==> src/rtl/popcnt_acc_pkg.sv <==
// popcnt_acc_pkg: shared state type, count-width helper and default sizes for the popcount accumulator
package popcnt_acc_pkg;
  typedef enum logic {IDLE = 1'b0, RUN = 1'b1} acc_state_t;
  localparam int DEF_LANES  = 4;
  localparam int DEF_LANE_W = 8;
  localparam int DEF_ACC_W  = 12;
  function automatic int cnt_w(input int n);
    return $clog2(n + 1);
  endfunction
endpackage

==> src/rtl/popcnt_acc_pipe_lane_popcnt.sv <==
// lane_popcnt: combinational population count of one lane, full-adder (3:2) leaves summed into a count
module lane_popcnt import popcnt_acc_pkg::*; #(
  parameter int LANE_W = DEF_LANE_W
) (
  input  logic [LANE_W-1:0]        bits,
  output logic [cnt_w(LANE_W)-1:0] cnt
);
  localparam int G  = (LANE_W + 2) / 3;
  localparam int CW = cnt_w(LANE_W);
  logic [3*G-1:0] pad;
  logic [G-1:0]   fs, fc;
  assign pad = (3*G)'(bits);
  for (genvar i = 0; i < G; i++) begin : g_fa
    assign fs[i] = pad[3*i] ^ pad[3*i+1] ^ pad[3*i+2];
    assign fc[i] = (pad[3*i] & pad[3*i+1]) | (pad[3*i+2] & (pad[3*i] ^ pad[3*i+1]));
  end
  always_comb begin
    cnt = '0;
    for (int i = 0; i < G; i++) cnt = cnt + CW'({fc[i], fs[i]});
  end
endmodule

==> src/rtl/popcnt_acc_pipe.sv <==
// popcnt_acc_pipe: three-stage popcount/XNOR-popcount pipeline with saturating per-frame accumulation
module popcnt_acc_pipe import popcnt_acc_pkg::*; #(
  parameter int LANES  = DEF_LANES,
  parameter int LANE_W = DEF_LANE_W,
  parameter int ACC_W  = DEF_ACC_W
) (
  input  logic                    clk,
  input  logic                    rst_n,
  input  logic                    in_valid,
  output logic                    in_ready,
  input  logic [LANES*LANE_W-1:0] in_data,
  input  logic [LANES*LANE_W-1:0] in_wgt,
  input  logic                    in_xnor,
  input  logic                    in_last,
  output logic                    out_valid,
  input  logic                    out_ready,
  output logic [ACC_W-1:0]        out_sum,
  output logic                    out_ovf
);
  localparam int W  = LANES * LANE_W;
  localparam int CW = cnt_w(LANE_W);
  localparam int SW = cnt_w(W);
  logic                      en;
  logic                      s1_v, s1_xnor, s1_last;
  logic [W-1:0]              s1_data, s1_wgt, s1_bits;
  logic [LANES-1:0][CW-1:0]  lane_cnt, s2_cnt;
  logic                      s2_v, s2_last;
  logic [SW-1:0]             lane_sum, s3_sum;
  logic                      s3_v, s3_last;
  acc_state_t                state, state_next;
  logic [ACC_W-1:0]          acc, acc_base, acc_next;
  logic                      ovf, ovf_base, ovf_next;
  logic [ACC_W:0]            sum_ext;
  // A held result freezes the whole pipe, so nothing in flight can be lost.
  assign en       = !(out_valid && !out_ready);
  assign in_ready = en;
  assign s1_bits  = s1_xnor ? ~(s1_data ^ s1_wgt) : s1_data;
  for (genvar i = 0; i < LANES; i++) begin : g_lane
    lane_popcnt #(.LANE_W(LANE_W)) u_cnt (
      .bits(s1_bits[i*LANE_W +: LANE_W]),
      .cnt (lane_cnt[i])
    );
  end
  always_comb begin
    lane_sum = '0;
    for (int i = 0; i < LANES; i++) lane_sum = lane_sum + SW'(s2_cnt[i]);
  end
  always_ff @(posedge clk or negedge rst_n)
    if (!rst_n) begin
      s1_v    <= 1'b0;
      s1_xnor <= 1'b0;
      s1_last <= 1'b0;
      s1_data <= '0;
      s1_wgt  <= '0;
      s2_v    <= 1'b0;
      s2_last <= 1'b0;
      s2_cnt  <= '0;
      s3_v    <= 1'b0;
      s3_last <= 1'b0;
      s3_sum  <= '0;
    end else if (en) begin
      s1_v    <= in_valid;
      s1_xnor <= in_xnor;
      s1_last <= in_last;
      s1_data <= in_data;
      s1_wgt  <= in_wgt;
      s2_v    <= s1_v;
      s2_last <= s1_last;
      s2_cnt  <= lane_cnt;
      s3_v    <= s2_v;
      s3_last <= s2_last;
      s3_sum  <= lane_sum;
    end
  always_ff @(posedge clk or negedge rst_n)
    if (!rst_n) state <= IDLE;
    else        state <= state_next;
  always_comb state_next = (en && s3_v) ? (s3_last ? IDLE : RUN) : state;
  // IDLE means the S3 beat opens a frame: start from zero and drop the old overflow.
  always_comb begin
    acc_base = (state == RUN) ? acc : '0;
    ovf_base = (state == RUN) && ovf;
    sum_ext  = {1'b0, acc_base} + (ACC_W+1)'(s3_sum);
    acc_next = sum_ext[ACC_W] ? '1 : sum_ext[ACC_W-1:0];
    ovf_next = ovf_base | sum_ext[ACC_W];
  end
  always_ff @(posedge clk or negedge rst_n)
    if (!rst_n) begin
      acc       <= '0;
      ovf       <= 1'b0;
      out_valid <= 1'b0;
      out_sum   <= '0;
      out_ovf   <= 1'b0;
    end else if (en) begin
      if (s3_v) begin
        acc <= acc_next;
        ovf <= ovf_next;
      end
      if (s3_v && s3_last) begin
        out_valid <= 1'b1;
        out_sum   <= acc_next;
        out_ovf   <= ovf_next;
      end else if (out_ready) out_valid <= 1'b0;
    end
endmodule

==> config.mk <==
export PLATFORM = sky130hd
export DESIGN_NAME = popcnt_acc_pipe
export DESIGN_NICKNAME = d
export VERILOG_FILES = /design/src/rtl/popcnt_acc_pkg.sv /design/src/rtl/popcnt_acc_pipe_lane_popcnt.sv /design/src/rtl/popcnt_acc_pipe.sv
export SDC_FILE = /design/constraint.sdc
export NUM_CORES = 1
export LEC_CHECK = 0
export ABC_CLOCK_PERIOD_IN_PS = 6100
export CAP_MARGIN = 20
export CORE_MARGIN = 4
export CORE_UTILIZATION = 45
export CTS_CLUSTER_DIAMETER = 200
export CTS_CLUSTER_SIZE = 25
export DETAILED_ROUTE_END_ITERATION = 8
export PLACE_DENSITY = 0.66
export SLEW_MARGIN = 20
export SYNTH_ARGS = -nofsm -noshare
export SYNTH_HDL_FRONTEND = slang
export SYNTH_SLANG_ARGS = --single-unit
export TNS_END_PERCENT = 5
==> constraint.sdc <==
create_clock -name clk -period 6.1 [get_ports clk]
set_clock_uncertainty 0.15 [all_clocks]
set_input_delay 1.525 -clock clk [delete_from_list [all_inputs] [get_ports clk]]
set_output_delay 1.525 -clock clk [all_outputs]
set_load 0.01 [all_outputs]
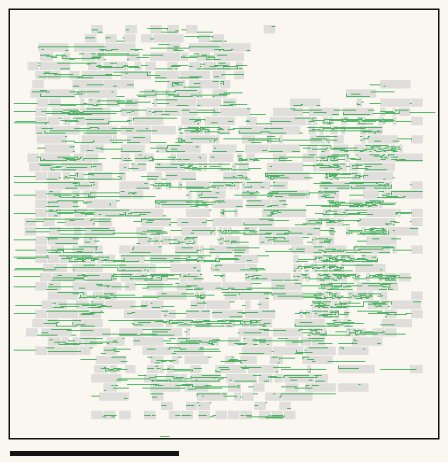
Figure 1: run 1, metal 1.
Bar = 50 um.
nets with wire on the layer: 666
longest straight run: 29.9 um
share of all routed wire: 46%
wire length on this layer: 5350 um
main direction: horizontal

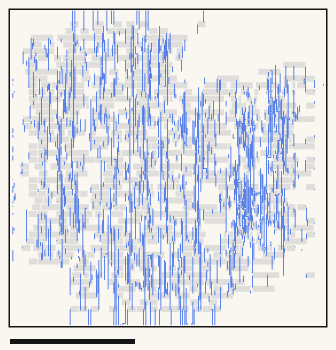
Figure 2: run 1, signal wires on met2.
Bar = 50 um.
nets with wire on the layer: 640
wire length on this layer: 5550 um

==> results.sh, run 1 <==
# implementation run metrics
export IMPL_run_status="finished, final reports clean"
export IMPL_r2r_worst_path_cells=10
export IMPL_final_cells=813
export IMPL_min_path_cells=2
export IMPL_via_count_of_the_first_global_routing_pass=4306
export IMPL_top_area_cell="dfrtp_1"
export IMPL_met2_length_um=5554
export IMPL_synth_yosys_num_cells=536
export IMPL_rsz_0062_raised_after_global_routing="false"
export IMPL_yosys_stat_chipArea_mm2=0.006342
export IMPL_termination_of_the_worst_setup_path="in_ready"
export IMPL_dr_total_vias=4075
export IMPL_setup_worst_path_start_class="input port"
export IMPL_syn_to_final_growth_pct=25.59
export IMPL_dr_first_iter_drc_count=250
export IMPL_clock_sinks=121
export IMPL_hold_end="acc[3]$_DFFE_PN0P_"
export IMPL_num_nets_final=739
export IMPL_cts_buffers=17
export IMPL_chip_area_mm2=0.01606
export IMPL_cp_max_fo=2
export IMPL_boundaryPins=85
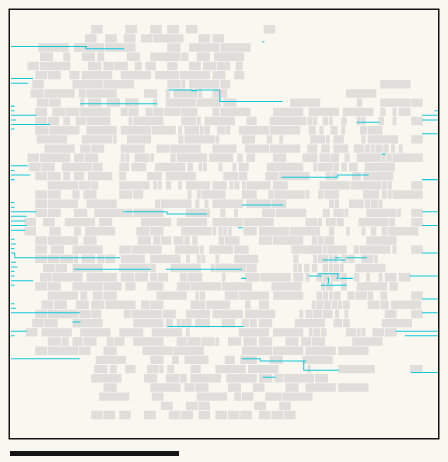
Figure 3: run 1, the metal 3 layer.
Bar = 50 um.
main direction: horizontal
longest straight run: 31.0 um

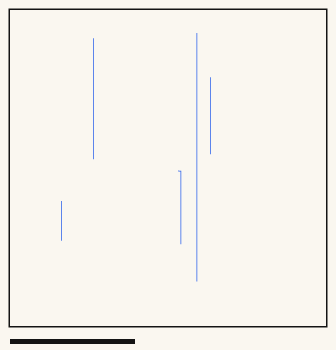
Figure 4: run 1, the metal 4 layer.
Bar = 50 um.
share of all routed wire: 1.9%
main direction: vertical

==> run 1: state kept, by name, indices dropped and copies added (netlist names), 6 cells and up <==
name and cells:
s1_data 32, s2_cnt 16, acc 12, out_sum 12, s3_sum 6, s1_wgt 32
==> run 1: cell families (layout without fill, tap and decap cells) <==
logic type | after synthesis | count (layout) | share of synthesized area (%)
XOR/XNOR | 38 | 38 | 5.248
flip-flops | 121 | 121 | 47.74
AND-OR/OR-AND | 75 | 75 | 7.319
adder cells (fa/ha/maj) | 48 | 48 | 12.43
AND/OR/NAND/NOR | 115 | 115 | 9.213
multiplexers | 80 | 80 | 14.20
buffers and inverters | 59 | 156 | 3.847
==> run 1: layout make-up <==
class | instances | area, um^2
fillers | 1133 | 5862
multi-input cells | 356 | 3078
flip-flops and latches | 121 | 3028
repair buffers | 88 | 879.6
clock buffers | 24 | 501.7
well taps | 180 | 225.2
inverters | 37 | 138.9
clock inverters | 7 | 113.9
==> run 1: Yosys cell counts <==
library cell	n
a21oi_1	12
xnor2_1	35
dfrtp_1	121
o21a_1	1
xor2_1	3
o211ai_1	1
nor4_1	4
nor3_1	2
a211oi_2	1
o21bai_1	1
or2_4	1
buf_2	12
o21a_2	1
and3_1	2
inv_1	37
a311oi_1	2
o211a_1	1
a211oi_1	2
fa_1	25
o31ai_1	1
and3_2	1
o32a_1	5
nand2_1	40
a21oi_2	1
a2bb2oi_1	2
nand3_1	3
mux2_2	80
o31a_1	1
nor2b_1	25
o21ai_0	22
and2_1	9
a21o_1	3
buf_6	1
ha_1	23
a31oi_1	2
nand2b_1	10
nor3_4	1
o21ai_1	16
clkbuf_1	9
nor2_1	17
==> run 1: worst max-delay path, stage by stage <==
cell	delay, ns
clkdlybuf4s50_1	0.46
nand2b_4	0.15
clkdlybuf4s50_1	0.54
--- run 2 (diff from run 1) ---
--- a/config.mk
+++ b/config.mk
@@ -5,7 +5,7 @@
 export SDC_FILE = /design/constraint.sdc
 export NUM_CORES = 1
 export LEC_CHECK = 0
-export ABC_CLOCK_PERIOD_IN_PS = 6100
+export ABC_CLOCK_PERIOD_IN_PS = 4400
 export CAP_MARGIN = 20
 export CORE_MARGIN = 4
 export CORE_UTILIZATION = 45
==> constraint.sdc (replaced) <==
create_clock -name clk -period 4.4 [get_ports clk]
set_clock_uncertainty 0.15 [all_clocks]
set_input_delay 1.1 -clock clk [delete_from_list [all_inputs] [get_ports clk]]
set_output_delay 1.1 -clock clk [all_outputs]
set_load 0.01 [all_outputs]
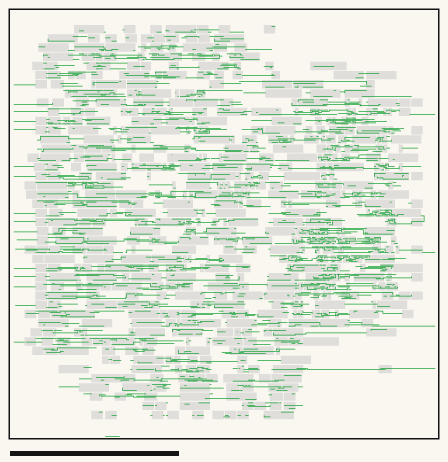
Figure 5: run 2, metal 1.
Bar = 50 um.
wire length on this layer: 5310 um
nets with wire on the layer: 669
share of all routed wire: 46%

==> run 2 against run 1 <==
Compared with the run above: sequential power is 39% higher; global-route usage fell by 0.13 points; utilization rose by 0.12 points; first-iteration DRC count increased by 12%; clock power is 43% higher; combinational power increased by 38%; wire length shrank 0.53%; worst setup slack worse by 0.84 ns; synthesized cell count unchanged; sequential cell count stayed put; non-clock buffer count grew 1; via count is 0.25% lower; highest routed layer unchanged; largest power group unchanged.
==> results.sh, run 2 <==
# implementation run metrics
export IMPL_critical_path_max_stage_delay_ns=0.54
export IMPL_critPathBufInv=2
export IMPL_cell_family_contributing_the_most_delay_on_the_critical_path="buffers and inverters"
export IMPL_run_status="finished, final reports clean"
export IMPL_via_count_of_the_first_global_routing_pass=4279
export IMPL_setup_worst_path_start_class="input port"
export IMPL_cts_buffers=17
export IMPL_worst_path_max_delay_cell="clkdlybuf4s50_1"
export IMPL_final_cells=815
export IMPL_crit_chain="clkdlybuf4s50_1, nand2b_4, clkdlybuf4s50_1"
export IMPL_synth_edff_count=0
export IMPL_postSynth_topFlopCell="dfrtp_1"
export IMPL_yosys_stat_chipArea_mm2=0.006342
export IMPL_clock_sinks=121
export IMPL_min_path_cells=2
export IMPL_boundaryPins=85
export IMPL_r2r_worst_path_cells=9
export IMPL_top_cell="dfrtp_1"
export IMPL_critical_path_most_common_cell="clkdlybuf4s50_1"
export IMPL_num_nets_final=740
export IMPL_hold_end="out_sum[10]$_DFFE_PN0P_"
export IMPL_cp_max_fo=3
export IMPL_top_area_cell="dfrtp_1"
export IMPL_dr_total_vias=4065
==> run 2: cell counts after synthesis <==
Identical to the previous run, type by type.
==> run 2: worst max-delay path by stage <==
stage / cells after the start / startpoint / endpoint
after detailed placement: 3 / out_ready / in_ready
after global placement: 3 / out_ready / in_ready
after CTS: 3 / out_ready / in_ready
final: 3 / out_ready / in_ready
after floorplan: 4 / out_ready / in_ready
after global routing: 3 / out_ready / in_ready
==> run 2: cell families (layout without fill, tap and decap cells) <==
| group | Yosys count | after routing | share of synthesized area [%] |
|---|---|---|---|
| adder cells (fa/ha/maj) | 48 | 48 | 12.43 |
| AND-OR/OR-AND | 75 | 75 | 7.319 |
| multiplexers | 80 | 80 | 14.20 |
| XOR/XNOR | 38 | 38 | 5.248 |
| AND/OR/NAND/NOR | 115 | 115 | 9.213 |
| flip-flops | 121 | 121 | 47.74 |
| buffers and inverters | 59 | 158 | 3.847 |
==> run 2: metal layers <==
layer,global-route usage [%],share of wire (%),up-vias
li1,-,-,1977
met1,20.72,46,1979
met2,25.12,49,93
met3,3.663,3.8,16
met4,6.057,1.7,0
met5,0,0,-
==> run 2: power groups by stage <==
stage	Sequential, mW	Clock (mW)	Combinational, mW
final	1.72	1.47	2.87
after global routing	1.77	1.57	3.34
after CTS	1.73	1.51	2.94
after detailed placement	1.74	0	2.93
after global placement	1.73	0	2.82
after floorplan	1.67	0	2.24
==> run 2: cell type report <==
| class | count | area, um^2 | area share (%) |
|---|---|---|---|
| sequential | 121 | 3028 | 37.94 |
| multi-input combinational | 356 | 3078 | 38.56 |
| tap | 180 | 225.2 | 2.822 |
| timing repair buffer | 89 | 879.6 | 11.02 |
| clock buffer | 24 | 491.7 | 6.161 |
| clock inverter | 8 | 140.1 | 1.756 |
| inverter | 37 | 138.9 | 1.740 |
No activity file was given, so power comes from the tool's default toggle rates.
